Run 1, a small window of the routed layout:
The bar under the picture is 10 um long. Region (3, 3) to (28, 28) um. Cells in gray, sequential cells in the stronger gray; small squares are vias.
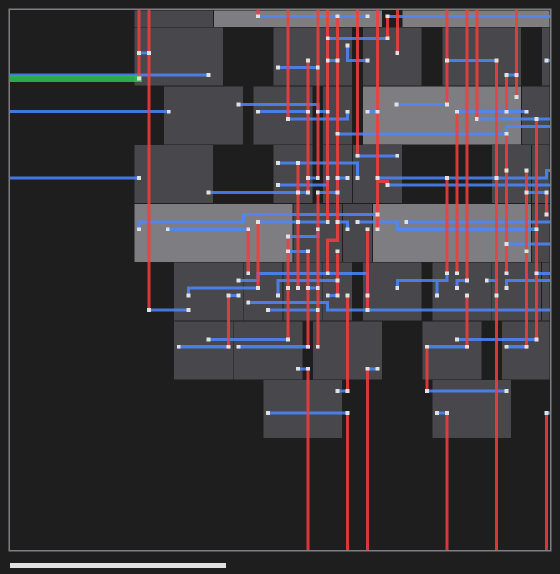
Run 1, gate-type map:
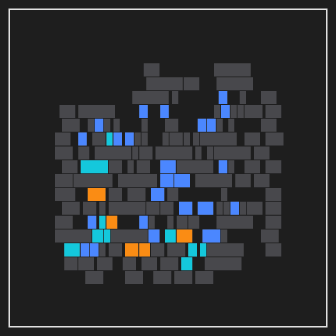
Run 1, congestion heat map:
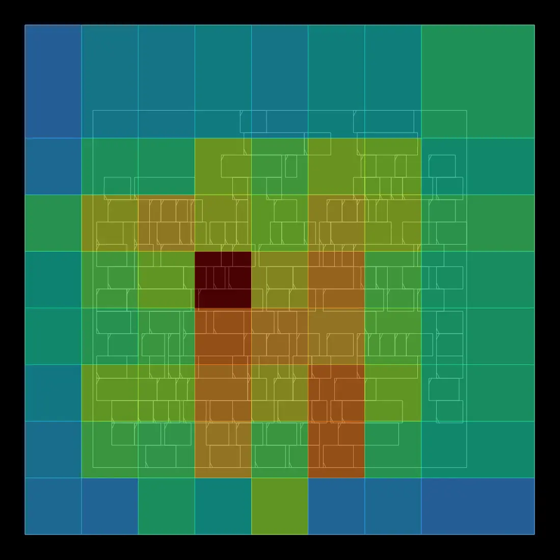
[src/rtl/alu_pkg.sv]
// rtl/alu_pkg.sv - shared ALU width, select codes and sequencer state encoding
package alu_pkg;

  localparam int ALU_WIDTH = 4;

  // ALU operation select codes
  localparam logic [2:0] OP_ADD  = 3'b000;
  localparam logic [2:0] OP_SUB  = 3'b001;
  localparam logic [2:0] OP_AND  = 3'b010;
  localparam logic [2:0] OP_OR   = 3'b011;
  localparam logic [2:0] OP_XOR  = 3'b100;
  localparam logic [2:0] OP_NOTA = 3'b101;
  localparam logic [2:0] OP_SHL  = 3'b110;
  localparam logic [2:0] OP_SHR  = 3'b111;

  // Sequencer states
  localparam logic [1:0] ST_IDLE = 2'd0;
  localparam logic [1:0] ST_EXEC = 2'd1;
  localparam logic [1:0] ST_HOLD = 2'd2;

endpackage

[src/rtl/alu_accum_ctrl.sv]
// rtl/alu_accum_ctrl.sv - accumulator sequencer feeding an external combinational ALU
module alu_accum_ctrl
  import alu_pkg::*;
#(
  parameter int WIDTH = ALU_WIDTH
) (
  input  logic             clk,
  input  logic             rst,
  input  logic             cmd_valid,
  output logic             cmd_ready,
  input  logic             cmd_load,
  input  logic [2:0]       cmd_sel,
  input  logic [WIDTH-1:0] cmd_data,
  output logic [WIDTH-1:0] alu_a,
  output logic [WIDTH-1:0] alu_b,
  output logic [2:0]       alu_sel,
  input  logic [WIDTH-1:0] alu_y,
  input  logic             alu_c_out,
  output logic             res_valid,
  input  logic             res_ready,
  output logic [WIDTH-1:0] res_y,
  output logic             res_carry,
  output logic             res_zero,
  output logic [WIDTH-1:0] acc_q
);

  logic [1:0]       state_q, state_d;
  logic [WIDTH-1:0] acc_d;
  logic [WIDTH-1:0] alu_a_q, alu_a_d;
  logic [WIDTH-1:0] alu_b_q, alu_b_d;
  logic [2:0]       alu_sel_q, alu_sel_d;
  logic [WIDTH-1:0] res_y_q, res_y_d;
  logic             res_carry_q, res_carry_d;
  logic             res_zero_q, res_zero_d;

  // Handshake outputs are decoded from state alone so ready never loops back through valid
  assign cmd_ready = (state_q == ST_IDLE);
  assign res_valid = (state_q == ST_HOLD);

  assign alu_a     = alu_a_q;
  assign alu_b     = alu_b_q;
  assign alu_sel   = alu_sel_q;
  assign res_y     = res_y_q;
  assign res_carry = res_carry_q;
  assign res_zero  = res_zero_q;

  // Next-state and datapath: accept in IDLE, capture ALU result in EXEC, present in HOLD
  always_comb begin
    state_d     = state_q;
    acc_d       = acc_q;
    alu_a_d     = alu_a_q;
    alu_b_d     = alu_b_q;
    alu_sel_d   = alu_sel_q;
    res_y_d     = res_y_q;
    res_carry_d = res_carry_q;
    res_zero_d  = res_zero_q;
    case (state_q)
      ST_IDLE: begin
        if (cmd_valid) begin
          if (cmd_load) begin
            acc_d       = cmd_data;
            res_y_d     = cmd_data;
            res_carry_d = 1'b0;
            res_zero_d  = (cmd_data == '0);
            state_d     = ST_HOLD;
          end else begin
            // A always comes from the accumulator; the ALU sees these on the next cycle
            alu_a_d   = acc_q;
            alu_b_d   = cmd_data;
            alu_sel_d = cmd_sel;
            state_d   = ST_EXEC;
          end
        end
      end
      ST_EXEC: begin
        acc_d       = alu_y;
        res_y_d     = alu_y;
        res_carry_d = alu_c_out;
        res_zero_d  = (alu_y == '0);
        state_d     = ST_HOLD;
      end
      ST_HOLD: begin
        if (res_ready) begin
          state_d = ST_IDLE;
        end
      end
      default: begin
        state_d = ST_IDLE;
      end
    endcase
  end

  // State registers; reset discards any in-flight operation or pending result
  always_ff @(posedge clk) begin
    if (rst) begin
      state_q     <= ST_IDLE;
      acc_q       <= '0;
      alu_a_q     <= '0;
      alu_b_q     <= '0;
      alu_sel_q   <= OP_ADD;
      res_y_q     <= '0;
      res_carry_q <= 1'b0;
      res_zero_q  <= 1'b1;
    end else begin
      state_q     <= state_d;
      acc_q       <= acc_d;
      alu_a_q     <= alu_a_d;
      alu_b_q     <= alu_b_d;
      alu_sel_q   <= alu_sel_d;
      res_y_q     <= res_y_d;
      res_carry_q <= res_carry_d;
      res_zero_q  <= res_zero_d;
    end
  end

endmodule

[config.mk]
export PLATFORM = sky130hd
export DESIGN_NAME = alu_accum_ctrl
export DESIGN_NICKNAME = d
export VERILOG_FILES = /design/src/rtl/alu_pkg.sv /design/src/rtl/alu_accum_ctrl.sv
export SDC_FILE = /design/constraint.sdc
export NUM_CORES = 1
export LEC_CHECK = 0
export CAP_MARGIN = 20
export CORE_MARGIN = 8
export CORE_UTILIZATION = 39
export CTS_CLUSTER_DIAMETER = 200
export DETAILED_ROUTE_END_ITERATION = 6
export HOLD_SLACK_MARGIN = 0.15
export PLACE_DENSITY = 0.77
export SLEW_MARGIN = 10
export SYNTH_ARGS = -nofsm -noshare
export SYNTH_HDL_FRONTEND = slang
export SYNTH_SLANG_ARGS = --single-unit
[constraint.sdc]
create_clock -name clk -period 1.45 [get_ports clk]
set_input_delay 0.2175 -clock clk [delete_from_list [all_inputs] [get_ports clk]]
set_output_delay 0.2175 -clock clk [all_outputs]
set_load 0.02 [all_outputs]
==> changes_impl.md, run 1 <==
## Implementation

* Status: complete, no violations
* Net Count, Synth at 118
* M1 GR Usage at 0.139
* Die Ht at 62.1 um
* Post-DP HPWL at 1750 um
* Clock buffer cells at 4
* Yosys chip area at 828 um2
* AND-OR/OR-AND share of the synthesized area at 0.175
* Placer congestion estimate at 0.780
* Largest net degree at the start of global routing at 13
* Critical Path Sink Type: register
* Synth unique cells at 24
* Post-Route WL at 2200 um
* Worst slew margin at 0.687
* CTS resizes at 26
* Maximum vdd ir drop at 640 uV
* Clk buf depth at 2
* Worst Clk Skew at 0.00363 ns
* # DRC at 0
* Fraction of area in registers at 0.301
* Post-synth mux share at 0
* Met3 WL at 217 um
* Non-CTS inverters at 5
* Row Count at 16
* Net Sw Power at 326 uW
* Total power at 1120 uW
* Starting DRT DRC Count at 22
* Area share of the largest cell type after synthesis at 0.459
* Min-Delay Endpoint: alu_a[0]
* Seq pwr at 576 uW
* Reg-to-Reg End: res_zero
* Routed vias at 852
* Power share of the sequential group at 0.515
* TritonCTS clock tree: done
* Crit Path Max Fanout at 6
* Wl on met1 at 984 um
* Startpoint types: register
* Antenna violations before repair at 0
* Max layer used: met4
* GR Layer Usage met2 at 0.192
* Reg2reg path depth at 4
* Synth Area in Adders at 0
* Number of diodes at 0
* Biggest Area Class: non-clock buffers
* XOR Share, Synth at 0
* Dpl cell area at 0.00126 mm2
* Logic family by area: simple AND/OR/NAND/NOR gates
* Worst Path Required at 1.68 ns
* Post-Place Setup Slack at -0.201 ns
* Levels on crit path at 4
* Area contributors post-synth: dfxtp_1 (46%), nand2_1 (11%), a21oi_1 (8.5%)
* Largest delay share family, worst path: simple AND/OR/NAND/NOR gates
* Combinational share of power at 0.243
* DIE AREA at 0.00385 mm2
* Final ANT Viol Nets at 0
* Ys cells at 101
* Wire length on met2 at 986 um
* Fmax at 716 MHz
* Main power group: registers
* Layout non-clock buf frac at 0.352
* Critical path origin: state_q[1]
* Area delta synth->final at 53.3%
* Fin nets at 163
* Vias per cell at 4.95
* Worst path slowest cell: or4_1
* FF+latch count, synth at 19
* Total negative slack at 0 ns
* Post-Layout Cell Count at 172
* Clock transition at path regs at 0.11 ns
* Vias in the first global route at 766
* Flops at 19
* Avg Cell Area, Syn at 8.20 um2
* Post-route design area at 0.00127 mm2
* Share of layout cells above drive strength 1 at 0.138
* Synthesis Warnings at 0
* CP endpoint: res_zero
* Post-CTS setup repair buffer count at 0
* Total CTS buffers at 3
* # fillers at 185
* Post-route setup slack at 0.0524 ns
* Worst hold start: alu_a[0]
* Worst Path Arrival at 1.63 ns
* Min-delay worst type: reg -> reg
* Tapcells at 27
* Final Cycle Share at 0.964
* Critical R2R Launch: state_q[1]
* Multi-input logic area at 362 um2
* Register area at 383 um2
* Clock-cell share at 0.0207
* GRT Residual Overflow at 0
* Sw frac at 0.292
* PwrDens at 880 mW/mm2
* Hold_ws at 0.456 ns
* Simple-gate share of the synthesized area at 0.258
* Core area at 0.00198 mm2
* Synth Seq Share at 0.459
* Top Layout Cells: nand2_1 (24), dlygate4sd2_1 (22), dfxtp_1 (17)
* IO Port Bufs at 39
* MI comb cells at 67
* Hold path depth at 2
* Async SR Flop Fraction at 0
* Synth Instances at 101
-- 'a small window of the routed layout' (at the start) --
legend:
  M2:
    color: red
  M1:
    color: blue
  M3:
    color: green
cells with their middle in the window: 32
most frequent: clkdlybuf4s50_1 (5), buf_4 (5)
sequential cells in the window: 3

-- 'gate-type map' (at the start) --
legend:
  and/or cells:
    color: orange
    cells: 5
  aoi and oai cells:
    color: blue
    cells: 24
    where: center
  nor cells:
    color: cyan
    cells: 10

-- 'congestion heat map' (at the start) --
GRT Max-Usage Layer: met2
global routing usage on met3: 0.0309
Final Util: 0.641
drt wl/cell: 12.8 um
GR Util All Layers: 0.116

--- run 2 (diff from run 1) ---
--- a/config.mk
+++ b/config.mk
@@ -11,6 +11,7 @@
 export CTS_CLUSTER_DIAMETER = 200
 export DETAILED_ROUTE_END_ITERATION = 6
 export HOLD_SLACK_MARGIN = 0.15
+export MAX_ROUTING_LAYER = met4
 export PLACE_DENSITY = 0.77
 export SLEW_MARGIN = 10
 export SYNTH_ARGS = -nofsm -noshare
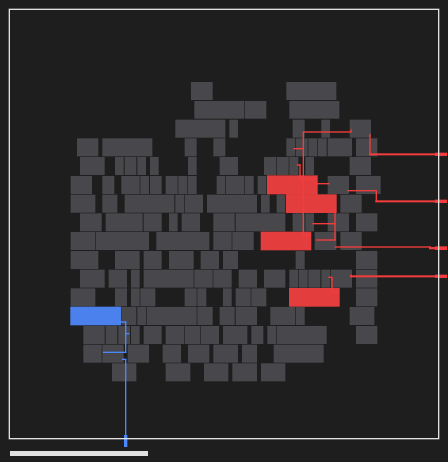
Run 2: I/O nets highlighted
The bar under the picture is 20 um long.
legend:
  alu_a:
    color: red
    bits: 4
    direction: output
    edge: east
    end_cells: 4
    buffers: 4
    wire: 99.3 um
  res_carry:
    color: blue
    bits: 1
    direction: output
    edge: south
    end_cells: 1
    buffers: 1
    wire: 20.5 um

==> run 2 against run 1 <==
  * Clock skew increased by 0.0026 ns
  * Synthesized cell count unchanged
  * Via count increased by 1.2%
  * Non-clock buffer count unchanged
  * Cell area unchanged
  * Critical path type unchanged
  * Critical endpoint unchanged
  * Largest power group unchanged
  * Highest routed layer unchanged
==> changes_impl.md, run 2 <==
## Implementation

* Status: complete, no violations
* Clock transition at path regs at 0.11 ns (about the same)
* Dpl cell area at 0.00126 mm2 (unchanged)
* Vias per cell at 5.01 (+1.2%)
* Row Count at 16 (unchanged)
* Worst Clk Skew at 0.00624 ns (+0.00261 ns)
* Maximum vdd ir drop at 641 uV (+0.25%)
* Wire length on met2 at 994 um (+0.81%)
* Tapcells at 27 (unchanged)
* Hold_ws at 0.456 ns (+0.000143 ns)
* AND-OR/OR-AND share of the synthesized area at 0.175 (unchanged)
* Met3 WL at 228 um (+5.1%)
* Starting DRT DRC Count at 18 (-18%)
* TritonCTS clock tree: done
* Synth unique cells at 24 (unchanged)
* Yosys chip area at 828 um2 (unchanged)
* Total CTS buffers at 3 (unchanged)
* Async SR Flop Fraction at 0 (unchanged)
* Worst path slowest cell: or4_1
* Placer congestion estimate at 0.791 (+1.4%)
* IO Port Bufs at 39 (unchanged)
* Total power at 1120 uW (-0.11%)
* Sw frac at 0.291 (-0.000758)
* Fmax at 715 MHz (about the same)
* Max layer used: met4
* Antenna violations before repair at 0 (unchanged)
* Post-synth mux share at 0 (unchanged)
* Area contributors post-synth: dfxtp_1 (46%), nand2_1 (11%), a21oi_1 (8.5%)
* DIE AREA at 0.00385 mm2 (unchanged)
* # fillers at 185 (unchanged)
* CTS resizes at 26 (unchanged)
* Final Cycle Share at 0.964 (about the same)
* Synth Seq Share at 0.459 (unchanged)
* Core area at 0.00198 mm2 (unchanged)
* Ys cells at 101 (unchanged)
* Register area at 383 um2 (unchanged)
* Total negative slack at 0 ns (unchanged)
* GR Util All Layers at 0.120 (+0.00322)
* CP endpoint: res_zero
* Hold path depth at 2 (unchanged)
* Clock-cell share at 0.0207 (unchanged)
* Reg-to-Reg End: res_zero
* Power share of the sequential group at 0.516 (about the same)
* Worst hold start: alu_a[0]
* PwrDens at 879 mW/mm2 (-0.11%)
* Min-delay worst type: reg -> reg
* GR Layer Usage met2 at 0.192 (unchanged)
* Share of layout cells above drive strength 1 at 0.138 (unchanged)
* FF+latch count, synth at 19 (unchanged)
* Max_cap viols at 0
* MI comb cells at 67 (unchanged)
* Clock buffer cells at 4 (unchanged)
* Area share of the largest cell type after synthesis at 0.459 (unchanged)
* Biggest Area Class: non-clock buffers
* Synth Instances at 101 (unchanged)
* Layout non-clock buf frac at 0.352 (unchanged)
* XOR Share, Synth at 0 (unchanged)
* Flops at 19 (unchanged)
* Main power group: registers
* Multi-input logic area at 362 um2 (unchanged)
* Post-Route WL at 2200 um (about the same)
* Top Layout Cells: nand2_1 (24), dlygate4sd2_1 (22), dfxtp_1 (17)
* Combinational share of power at 0.243 (about the same)
* Synth Area in Adders at 0 (unchanged)
* Fin nets at 163 (unchanged)
* Fraction of area in registers at 0.301 (unchanged)
* Levels on crit path at 4 (unchanged)
* Worst Path Arrival at 1.63 ns (about the same)
* Startpoint types: register
* Clk buf depth at 2 (unchanged)
* Crit Path Max Fanout at 6 (unchanged)
* # DRC at 0 (unchanged)
* Post-route design area at 0.00127 mm2 (unchanged)
* Net Count, Synth at 118 (unchanged)
* Number of diodes at 0 (unchanged)
* Non-CTS inverters at 5 (unchanged)
* Final ANT Viol Nets at 0 (unchanged)
* Post-Place Setup Slack at -0.201 ns (unchanged)
* Worst Path Required at 1.68 ns (about the same)
* GRT Max-Usage Layer: met2
* Seq pwr at 576 uW (about the same)
* Routed vias at 862 (+1.2%)
* Reg2reg path depth at 4 (unchanged)
* Vias in the first global route at 764 (-0.26%)
* Die Ht at 62.1 um (unchanged)
* Critical R2R Launch: state_q[1]
* Post-Layout Cell Count at 172 (unchanged)
* Min-Delay Endpoint: alu_a[0]
* GRT Residual Overflow at 0 (unchanged)
* Simple-gate share of the synthesized area at 0.258 (unchanged)
* Final Util at 0.641 (unchanged)
* Logic family by area: simple AND/OR/NAND/NOR gates
* Critical path origin: state_q[1]
* Critical Path Sink Type: register
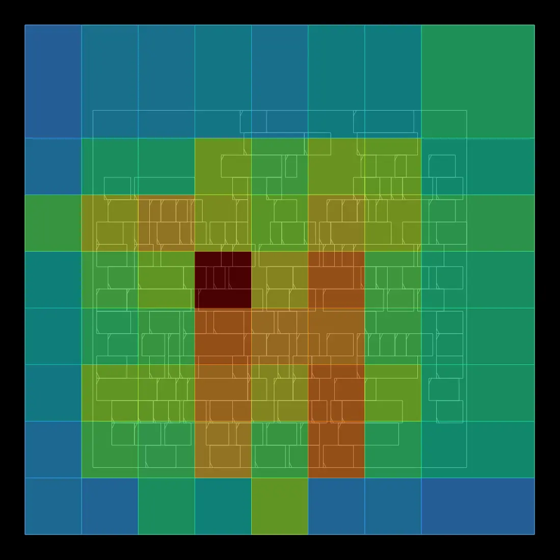
Run 2: congestion heat map
global routing usage on met3: 0.0267
M1 GR Usage: 0.141
drt wl/cell: 12.8 um

No activity file was given, so power comes from the tool's default toggle rates.
